### Placement by cell class, run 1

(3 px per um)
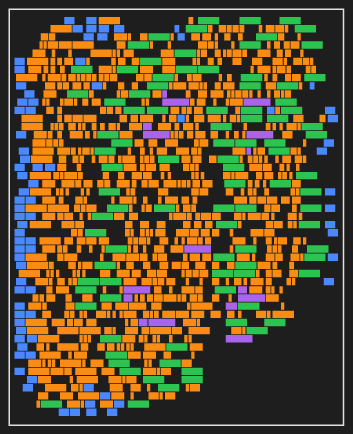
### Port wiring, run 1

(2 px per um)
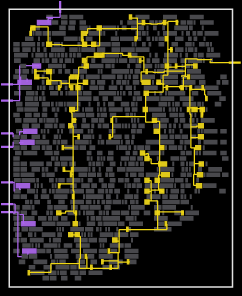
### Local utilization, run 1

(3 px per um) The die is cut into 11 by 14 equal tiles; dark blue is low, red is high, 0 to 100% covered.
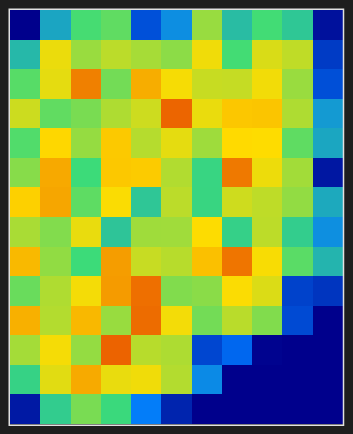
$ cat src/rtl/sobel_gradient_core.sv
// sobel_gradient_core: 3-stage Sobel gradient magnitude pipeline over a
// streamed 3x3 window. Each window is tagged with its column and row so that
// border windows give zero, and the last window of a frame raises frame_done_o.
// Optional build macro SOBEL_THRESHOLD_EN: binarise the magnitude against
// THRESHOLD. By default the magnitude is saturated to 8 bits.
module sobel_gradient_core #(
    parameter int IMG_WIDTH  = 320,
    parameter int IMG_HEIGHT = 240,
    parameter int THRESHOLD  = 100
) (
    input  logic       clk,
    input  logic       rst,
    input  logic [7:0] d0_i,
    input  logic [7:0] d1_i,
    input  logic [7:0] d2_i,
    input  logic [7:0] d3_i,
    input  logic [7:0] d4_i,
    input  logic [7:0] d5_i,
    input  logic [7:0] d6_i,
    input  logic [7:0] d7_i,
    input  logic [7:0] d8_i,
    input  logic       done_i,
    output logic [7:0] edge_o,
    output logic       done_o,
    output logic       frame_done_o
);

    localparam int STAGES = 3;
    localparam int CW = (IMG_WIDTH  > 1) ? $clog2(IMG_WIDTH)  : 1;
    localparam int RW = (IMG_HEIGHT > 1) ? $clog2(IMG_HEIGHT) : 1;
    localparam logic [CW-1:0] COL_LAST = CW'(IMG_WIDTH - 1);
    localparam logic [RW-1:0] ROW_LAST = RW'(IMG_HEIGHT - 1);

    // The centre pixel has zero weight in both Sobel kernels.
    logic unused_centre;
    assign unused_centre = ^d4_i;

    logic [CW-1:0] col;
    logic [RW-1:0] row;
    logic          col_last;
    logic          row_last;
    logic          border_in;
    logic          last_in;

    logic [STAGES:1] vld_pipe;

    // stage 1: partial sums plus window tags
    logic [9:0] gx_pos, gx_neg, gy_pos, gy_neg;
    logic [9:0] gx_pos_c, gx_neg_c, gy_pos_c, gy_neg_c;
    logic       border1, last1;

    // stage 2: absolute gradients
    logic [9:0] abs_x, abs_y;
    logic       border2, last2;

    // stage 3: magnitude reduction
    logic [10:0] mag;
    logic [7:0]  edge_c;
    logic        last3;

    assign col_last  = (col == COL_LAST);
    assign row_last  = (row == ROW_LAST);
    assign border_in = (col == '0) || col_last || (row == '0) || row_last;
    assign last_in   = col_last && row_last;

    // Position counters advance once per accepted window and wrap per frame.
    always_ff @(posedge clk) begin
        if (rst) begin
            col <= '0;
            row <= '0;
        end else if (done_i) begin
            if (col_last) begin
                col <= '0;
                row <= row_last ? '0 : row + 1'b1;
            end else begin
                col <= col + 1'b1;
            end
        end
    end

    // Kernel partial sums; each is at most 4*255 = 1020, fits in 10 bits.
    always_comb begin
        gx_pos_c = {2'b00, d2_i} + {1'b0, d5_i, 1'b0} + {2'b00, d8_i};
        gx_neg_c = {2'b00, d0_i} + {1'b0, d3_i, 1'b0} + {2'b00, d6_i};
        gy_pos_c = {2'b00, d6_i} + {1'b0, d7_i, 1'b0} + {2'b00, d8_i};
        gy_neg_c = {2'b00, d0_i} + {1'b0, d1_i, 1'b0} + {2'b00, d2_i};
    end

    // Valid shift register: gaps on done_i reappear unchanged on done_o.
    always_ff @(posedge clk) begin
        if (rst) vld_pipe <= '0;
        else     vld_pipe <= {vld_pipe[STAGES-1:1], done_i};
    end

    // Stage 1 register: loads only on an accepted window.
    always_ff @(posedge clk) begin
        if (rst) begin
            gx_pos  <= '0;
            gx_neg  <= '0;
            gy_pos  <= '0;
            gy_neg  <= '0;
            border1 <= 1'b0;
            last1   <= 1'b0;
        end else if (done_i) begin
            gx_pos  <= gx_pos_c;
            gx_neg  <= gx_neg_c;
            gy_pos  <= gy_pos_c;
            gy_neg  <= gy_neg_c;
            border1 <= border_in;
            last1   <= last_in;
        end
    end

    // Stage 2 register: unsigned absolute differences avoid a signed path.
    always_ff @(posedge clk) begin
        if (rst) begin
            abs_x   <= '0;
            abs_y   <= '0;
            border2 <= 1'b0;
            last2   <= 1'b0;
        end else if (vld_pipe[1]) begin
            abs_x   <= (gx_pos >= gx_neg) ? gx_pos - gx_neg : gx_neg - gx_pos;
            abs_y   <= (gy_pos >= gy_neg) ? gy_pos - gy_neg : gy_neg - gy_pos;
            border2 <= border1;
            last2   <= last1;
        end
    end

    assign mag = {1'b0, abs_x} + {1'b0, abs_y};

`ifdef SOBEL_THRESHOLD_EN
    localparam logic [10:0] THR = 11'(THRESHOLD);
    // Binary edge map.
    always_comb begin
        edge_c = (mag >= THR) ? 8'hFF : 8'h00;
    end
`else
    // Magnitude clipped to the 8-bit output range.
    always_comb begin
        edge_c = (mag > 11'd255) ? 8'hFF : mag[7:0];
    end
`endif

    // Stage 3 register: border windows are forced to zero.
    always_ff @(posedge clk) begin
        if (rst) begin
            edge_o <= '0;
            last3  <= 1'b0;
        end else if (vld_pipe[2]) begin
            edge_o <= border2 ? 8'h00 : edge_c;
            last3  <= last2;
        end
    end

    assign done_o       = vld_pipe[STAGES];
    assign frame_done_o = vld_pipe[STAGES] & last3;

endmodule
$ cat config.mk
export PLATFORM = sky130hd
export DESIGN_NAME = sobel_gradient_core
export DESIGN_NICKNAME = d
export VERILOG_FILES = /design/src/rtl/sobel_gradient_core.sv
export SDC_FILE = /design/constraint.sdc
export NUM_CORES = 1
export LEC_CHECK = 0
export CAP_MARGIN = 20
export CORE_ASPECT_RATIO = 1.25
export CORE_MARGIN = 1
export CORE_UTILIZATION = 50
export DETAILED_ROUTE_END_ITERATION = 16
export GPL_ROUTABILITY_DRIVEN = 0
export PLACE_DENSITY = 0.72
export SYNTH_ARGS = -nofsm -noshare
export SYNTH_HDL_FRONTEND = slang
export SYNTH_SLANG_ARGS = --single-unit
$ cat constraint.sdc
create_clock -name clk -period 8.2 [get_ports clk]
set_input_delay 1.64 -clock clk [delete_from_list [all_inputs] [get_ports clk]]
set_output_delay 1.64 -clock clk [all_outputs]
set_load 0.005 [all_outputs]
==> impl_metrics.ini, run 1 <==
; generated from flow reports
[synthesis]
ys.flop_type = dfxtp_1
xor_share = 0.05197
mux_area_frac = 0.06766
yosys.area.top_type = dfxtp_1
common_cells = 96 x nor2_1, 93 x dfxtp_1, 88 x ha_1
ys_seq_share = 0.2511
syn_inst = 842
fp_nets = 1042
top_cell = nor2_1
syn_area_per_cell_um2 = 8.807
edf_count = 0
adder_share = 0.2484
ys_top_cells_by_area = dfxtp_1 25%, ha_1 15%, fa_1 10%
logic_family = adder cells
yosysUniqueCellTypes = 58
yosys-stat-area_um2 = 7416
async_flop_share = 0
ys_cells = 842
synth_area_um2 = 7416
synth-compound-area-share = 0.1665
yosys_warnings = 0
simple_gate_share = 0.1456
yosys.area.top_type_share = 0.2511
synth_flops = 93

[critical_path]
critical_path_buf_inv_count = 2
crit_slowest_cell = fa_1
crit_path_cell_trace = clkdlybuf4s50_1 > fa_1 > ha_1 > inv_1 > fa_1 > nor2b_1 > o21ai_0 > a21boi_1 > o21ai_0 > a21oi_1 > o21ai_1 > a311oi_1
r2r_cells = 9
critPathKind = in -> reg
cp.depth = 12
cp-startpoint = d6_i[1]
cp-end-kind = flip-flop
slowest_delay_ns = 0.56
endpoint = gy_pos[9]
critical_path_arrival_ns = 4.52
cp_max_fo = 2
crit_required_ns = 8.46
startpoint_type = input port
rr_startpoint = gx_pos[3]
rrSetupSlack_ns = 5.28
cp_top_family = adder cells
r2r_end = abs_x[4]

[run]
maxCapViolations = 0
warnings = 54

[grt]
grtUsageMet1 = 0.2555
grtUsageMet2 = 0.3903
grt_pass1_vias = 5979
busiest_layer = met2
antenna_found_initial = 0
gr-total-overflow = 0
grt_pass1_wl_mm = 27.14
use_met3 = 0.03157
grt_max_degree = 67
grtUsageTotal = 0.2161

[power]
finalPower_w = 0.001797
power.density_nw_per_um2 = 212.1
p_int_w = 0.001105
peakVddDrop_mv = 0.1083
combPwrFrac = 0.478
sequentialPower_w = 0.000537
pg_clk_w = 0.000401
pwr-share-clk = 0.223
power-top-group = combinational cells
p_comb_w = 0.000859
seq_power_share = 0.299
switching_share = 0.3851
power.leakage_nw = 3.602
switchingPower_w = 0.0006920

[layout]
n_sequential_cell = 93
n_all_buffers = 79
clk_share = 0.03323
n_fill_cell = 1295
lay_top_cells = 96 x nor2_1, 93 x dfxtp_1, 88 x ha_1
final_util = 0.5880
clockBufferCount = 9
area_delta_synth_final_pct = 14.24
comb-cell-share = 0.5953
drive_gt1_frac = 0.03667
inverters = 77
mi_logic_area_um2 = 5044
final_cells = 1078
final_area_um2 = 8472
logic_gate_count = 635
largest_class = logic gates
nets = 1095
final_common_cell = nor2_1
n_antenna_cell = 0
buf_share = 0.09127
regArea_um2 = 1862
seq_area_frac = 0.2198

[clocking]
cts_resized = 0
post-cts-setup-buffers = 0
numCtsBuffers = 9
cts_tree = yes
cts_buffer_depth = 2
cts_root_buffer = clkbuf_16
cts.sinks = 93
clk_latency_ns = 0.35
cts-htree-levels = 3
clkTransAtPathRegs_ns = 0.07

[floorplan]
n_tap_cell = 178
die_w_um = 110.9
initial_core_util = 0.5147
die_height_um = 138.2
core_area_um2 = 14410
rows = 49
die_area_um2 = 15330

[timing]
setup_violations = 0
hold_slack_ns = 0.4607
finalClockPeriodUsage = 0.5196
rsz0062_at_grt = false
fmax_mhz = 234.7
finalSetupTns_ns = 0
finalMaxSlewViolations = 0
hold_viol = 0
finClkSkew_ns = 0.01361
setup_ws_ns = 3.940
max_slew_margin = 0.4436
tightest_slew_ns = 0.8315
min_period_ns = 4.260

[drt]
drt-met1-wl_mm = 6.897
vias = 5907
met3_length_um = 425
drt_first_pass_iters = 4
drtIter0Drc = 239
drc = 0
post_drt_via_cell_ratio = 5.480
detail_route.wl_per_cell_um = 14.52
top_layer_used = met4
postRouteWirelength_mm = 15.65
ant_nets = 0
met2_length_mm = 7.935

[outcome]
status = finished, final reports clean

[place]
hpwl_mm = 12.33
pre_cts_ws_ns = 3.565
placed_area_um2 = 8190
dp.cells = 1062

[hold_path]
hp-class = reg -> reg
hold_start = abs_y[8]
Notes on 'Placement by cell class' above:
[blue] remaining buffers and delay cells | cells: 79
[orange] remaining logic cells | cells: 712
[purple] clock drivers and dummy loads | cells: 16
[green] sequential cells | cells: 93

Notes on 'Port wiring' above:
[yellow] rst | bits: 1 | direction: input | edge: east | end cells: 97 | buffers: 2 | wire: 891 um
[purple] d7_i | bits: 8 | direction: input | edge: 7 west, 1 north | end cells: 8 | buffers: 8 | wire: 119 um
IO Port Bufs: 76
Top Ports: 85

Notes on 'Local utilization' above:
emptiest ninth of the die: south-east
tiles over 75% full: 16%
fullest tile: 89%
nearly empty tiles: 9.1%
mean over tiles: 54%

-- run 1: worst min path at each step --
| stage | end | slack, ns | cells past startpoint |
|---|---|---|---|
| finish | abs_y[8] | 0.46 | 2 |
| CTS | abs_y[8] | 0.46 | 2 |
| floorplan | abs_y[8] | 0.43 | 2 |
| global placement | abs_y[8] | 0.44 | 2 |
| global route | abs_y[8] | 0.50 | 2 |
| detailed placement | abs_y[8] | 0.45 | 2 |
-- run 1: registers in the layout, indices dropped and copies added, names as in the netlist --
signal	count
last2	1
gx_neg	10
border1	1
gx_pos	10
last1	1
abs_y	10
col	9
abs_x	10
gy_pos	10
last3	1
row	8
gy_neg	10
vld_pipe	3
border2	1
edge_o	8
==> inputs of run 2 (changes only) <==
clock period = 4.45 ns   (was 8.2 ns; I/O delays follow)
==> impl_metrics.ini, run 2 <==
; generated from flow reports
[hold_path]
hp-class = reg -> reg
min_to = abs_x[8]

[critical_path]
slowest_delay_ns = 0.57
startpoint_type = input port
rr_startpoint = gy_pos[3]
r2r_end = abs_y[3]
crit_path_cell_trace = clkdlybuf4s50_1 > fa_1 > ha_1 > inv_1 > fa_1 > nor2b_1 > o21ai_0 > a21boi_1 > o21ai_0 > a21oi_1 > o21ai_1 > a311oi_1
critical_path_buf_inv_count = 2
cp-startpoint = d2_i[1]
cp.depth = 12
rrSetupSlack_ns = 1.49
r2r_cells = 9
cp_max_fo = 2
crit_slowest_cell = fa_1

[clocking]
cts_root_buffer = clkbuf_16
cts_resized = 0
cts.sinks = 93
clk_latency_ns = 0.35

[synthesis]
syn_area_per_cell_um2 = 8.807
async_flop_share = 0
ys_cells = 842
yosys_warnings = 0
ys_seq_share = 0.2511
common_cells = 96 x nor2_1, 93 x dfxtp_1, 88 x ha_1
logic_family = adder cells
mux_area_frac = 0.06766
synth_area_um2 = 7416
ys.flop_type = dfxtp_1
xor_share = 0.05197

[grt]
grtUsageTotal = 0.2118
grt_pass1_wl_mm = 26.59
use_met3 = 0.02411
grtUsageMet2 = 0.3753
grtUsageMet1 = 0.2595
grt_max_degree = 63
grt_pass1_vias = 5834

[layout]
final_common_cell = nor2_1
n_fill_cell = 1289
n_antenna_cell = 0
lay_top_cells = 96 x nor2_1, 93 x dfxtp_1, 88 x ha_1
nets = 1096

[drt]
drtIter0Drc = 226
top_layer_used = met4
vias = 5925
post_drt_via_cell_ratio = 5.491
met3_length_um = 449
detail_route.wl_per_cell_um = 14.27
drt-met1-wl_mm = 6.905
postRouteWirelength_mm = 15.40

[power]
peakVddDrop_mv = 0.2456
power-top-group = combinational cells
power.leakage_nw = 3.619
p_int_w = 0.002101
p_comb_w = 0.00158
combPwrFrac = 0.467

[floorplan]
rows = 49
io_pins = 85
die_w_um = 110.9

[timing]
finalSetupTns_ns = 0
tightest_slew_ns = 0.7198
finalMaxSlewViolations = 0
max_slew_margin = 0.5201
finalClockPeriodUsage = 0.7931

[outcome]
status = finished, final reports clean

[run]
warnings = 54
## run 2: through the flow
step	std cells	power, W	utilization	setup slack, ns	hold WS [ns]
2_1_floorplan	842	0.002226	-	1.430	0.4291
3_3_place_gp	1063	0.002553	0.5699	0.5891	0.4399
3_5_place_dp	1063	0.002574	0.5699	0.5818	0.4546
4_1_cts	1079	0.003399	0.5919	0.9341	0.4651
5_1_grt	1079	0.003637	0.5919	0.6205	0.4849
6_report	1079	0.003384	0.5919	0.9206	0.4605
## run 2: layout make-up
| class | count | share of cell area |
|---|---|---|
| Clock inverter | 7 | 0.01086 |
| Inverter | 77 | 0.03389 |
| Sequential cell | 93 | 0.2183 |
| Clock buffer | 9 | 0.02641 |
| Timing Repair Buffer | 80 | 0.09302 |
| Multi-Input combinational cell | 635 | 0.5914 |
| Tap cell | 178 | 0.02612 |
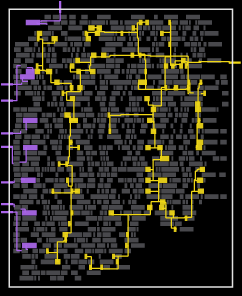
*Port wiring, run 2*
(2 px per um)
[purple] d7_i | bits: 8 | direction: input | edge: 7 west, 1 north | end cells: 8 | buffers: 8 | wire: 130 um
[yellow] rst | bits: 1 | direction: input | edge: east | end cells: 97 | buffers: 2 | wire: 846 um

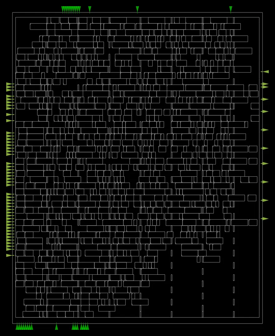
*Cell outlines without signal wires, run 2*
registers: 93
Final Util: 0.5919

==> inputs of run 3 (changes only) <==
PLACE_DENSITY = 0.75   (was 0.72)
clock period = 3.01 ns   (was 4.45 ns; I/O delays follow)
==> impl_metrics.ini, run 3 <==
; generated from flow reports
[outcome]
status = finished, final reports clean

[drt]
drt-met1-wl_mm = 6.928
drc = 0
post_drt_via_cell_ratio = 5.379
vias = 5981
drt_first_pass_iters = 4
met2_length_mm = 7.963
detail_route.wl_per_cell_um = 14.28
ant_nets = 0
met3_length_um = 524
top_layer_used = met4
postRouteWirelength_mm = 15.88
drtIter0Drc = 239

[layout]
seq_area_frac = 0.2110
inverters = 77
n_fill_cell = 1228
clockBufferCount = 10
final_common_cell = nor2_1
logic_gate_count = 635
lay_top_cells = 96 x nor2_1, 93 x dfxtp_1, 85 x ha_1
drive_gt1_frac = 0.09101
buf_share = 0.1171
mi_logic_area_um2 = 5104
final_area_um2 = 8825
nets = 1129
clk_share = 0.03559
final_cells = 1112
comb-cell-share = 0.5783
n_antenna_cell = 0
regArea_um2 = 1862
n_all_buffers = 113
largest_class = logic gates
n_sequential_cell = 93
area_delta_synth_final_pct = 19.00

[timing]
finClkSkew_ns = 0.007688
hold_slack_ns = 0.4564
finalClockPeriodUsage = 0.9606
setup_ws_ns = 0.1185
hold_viol = 0
tightest_slew_ns = 0.6127
fmax_mhz = 345.8
finalMaxSlewViolations = 0
setup_violations = 0
min_period_ns = 2.892
finalSetupTns_ns = 0
max_slew_margin = 0.5916

[critical_path]
critical_path_arrival_ns = 3.14
cp_top_family = adder cells
endpoint = gy_neg[7]
critical_path_buf_inv_count = 3
crit_top_cell = fa_1
rrSetupSlack_ns = 0.32
cp-end-kind = flip-flop
startpoint_type = input port
crit_slowest_cell = fa_1
rr_startpoint = gx_pos[3]
cp.depth = 13
r2r_cells = 10
crit_path_cell_trace = clkdlybuf4s50_1 > fa_1 > ha_2 > inv_1 > fa_1 > nor2b_1 > o21ai_1 > a21boi_1 > buf_4 > o21ai_0 > nand2_1 > nor2_1 > o32ai_1
cp-startpoint = d1_i[0]
cp_max_fo = 2
slowest_delay_ns = 0.52
r2r_end = abs_x[2]
critPathKind = in -> reg
crit_required_ns = 3.26

[synthesis]
ys_top_cells_by_area = dfxtp_1 25%, ha_1 15%, fa_1 10%
yosysUniqueCellTypes = 58
synth_area_um2 = 7416
ys.flop_type = dfxtp_1
async_flop_share = 0
syn_area_per_cell_um2 = 8.807
fp_nets = 1042
syn_inst = 842
top_cell = nor2_1
ys_seq_share = 0.2511
ys_cells = 842
edf_count = 0
yosys-stat-area_um2 = 7416
yosys.area.top_type = dfxtp_1
synth_flops = 93
common_cells = 96 x nor2_1, 93 x dfxtp_1, 88 x ha_1
yosys_warnings = 0
yosys.area.top_type_share = 0.2511

[power]
p_comb_w = 0.00249
seq_power_share = 0.285
power.leakage_nw = 3.815
pwr-share-clk = 0.231
switchingPower_w = 0.001912
pg_clk_w = 0.00119
switching_share = 0.3714
finalPower_w = 0.005147
power.density_nw_per_um2 = 583.3
power-top-group = combinational cells
peakVddDrop_mv = 0.3065
sequentialPower_w = 0.00147
p_int_w = 0.003235
combPwrFrac = 0.484

[place]
io_buffer_count = 76
dp.cells = 1093
placed_area_um2 = 8423
hpwl_mm = 12.67
pre_cts_ws_ns = -0.6438

[floorplan]
die_area_um2 = 15330
io_pins = 85
n_tap_cell = 178
die_height_um = 138.2
die_w_um = 110.9
rows = 49

[clocking]
clkTransAtPathRegs_ns = 0.07
cts_tree = yes
postCtsHoldBufs = 0
clk_latency_ns = 0.35
cts.sinks = 93
cts_root_buffer = clkbuf_16
cts_buffer_depth = 2
cts-htree-levels = 3
numCtsBuffers = 9

[run]
maxCapViolations = 0
warnings = 55

[hold_path]
min_to = abs_x[8]
hp-class = reg -> reg
hold_start = abs_x[8]
whs_path_depth = 2

[grt]
grt_max_degree = 51
busiest_layer = met2
grtUsageMet1 = 0.2538
gr-total-overflow = 0
grt_pass1_vias = 5887
grtUsageTotal = 0.2132
grtUsageMet2 = 0.3825
grt_pass1_wl_mm = 26.79
use_met3 = 0.02762
antenna_found_initial = 0
[run 3: cell types whose count changed in the layout (fill, tap and decap cells not counted), moves of 5 or more]
| cell | change |
|---|---|
| o21ai_1 | +5 |
| clkdlybuf4s50_1 | -8 |
| buf_4 | +34 |
| o21ai_0 | -9 |
[run 3: repair_timing]
item | CTS | global route
endpoints found under the hold margin | 0 | 0
gates resized | 13 | 22
pin swaps | 5 | 11
endpoints found under the setup margin | 11 | 12
setup buffers | 2 | 1
[run 3: cell families (layout without fill, tap and decap cells)]
family,after synthesis,after routing,synth area share
buffers and inverters,114,206,0.06884
xor gates and xnor gates,44,44,0.05197
and+or+nand+nor,228,228,0.1456
muxes,50,50,0.06766
adders and majority gates,125,125,0.2484
AOI/OAI and AO/OA,188,188,0.1665
DFF,93,93,0.2511
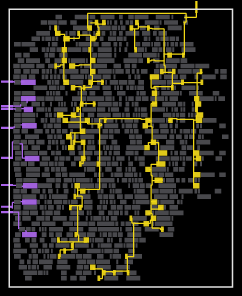
*Port wiring, run 3*
(2 px per um)
[yellow] rst | bits: 1 | direction: input | edge: north | end cells: 97 | buffers: 4 | wire: 841 um
[purple] d7_i | bits: 8 | direction: input | edge: west | end cells: 8 | buffers: 8 | wire: 71.1 um

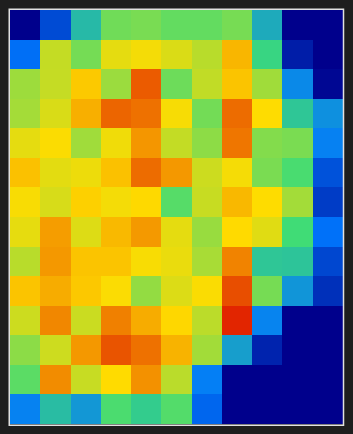
*Local utilization, run 3*
(3 px per um) The die is cut into 11 by 14 equal tiles; dark blue is low, red is high, 0 to 100% covered.
nearly empty tiles: 11%
mean over tiles: 56%
fullest tile: 96%
fp util: 0.5147
core area: 14410 um^2
Final Util: 0.6125

No activity file was given, so power comes from the tool's default toggle rates.
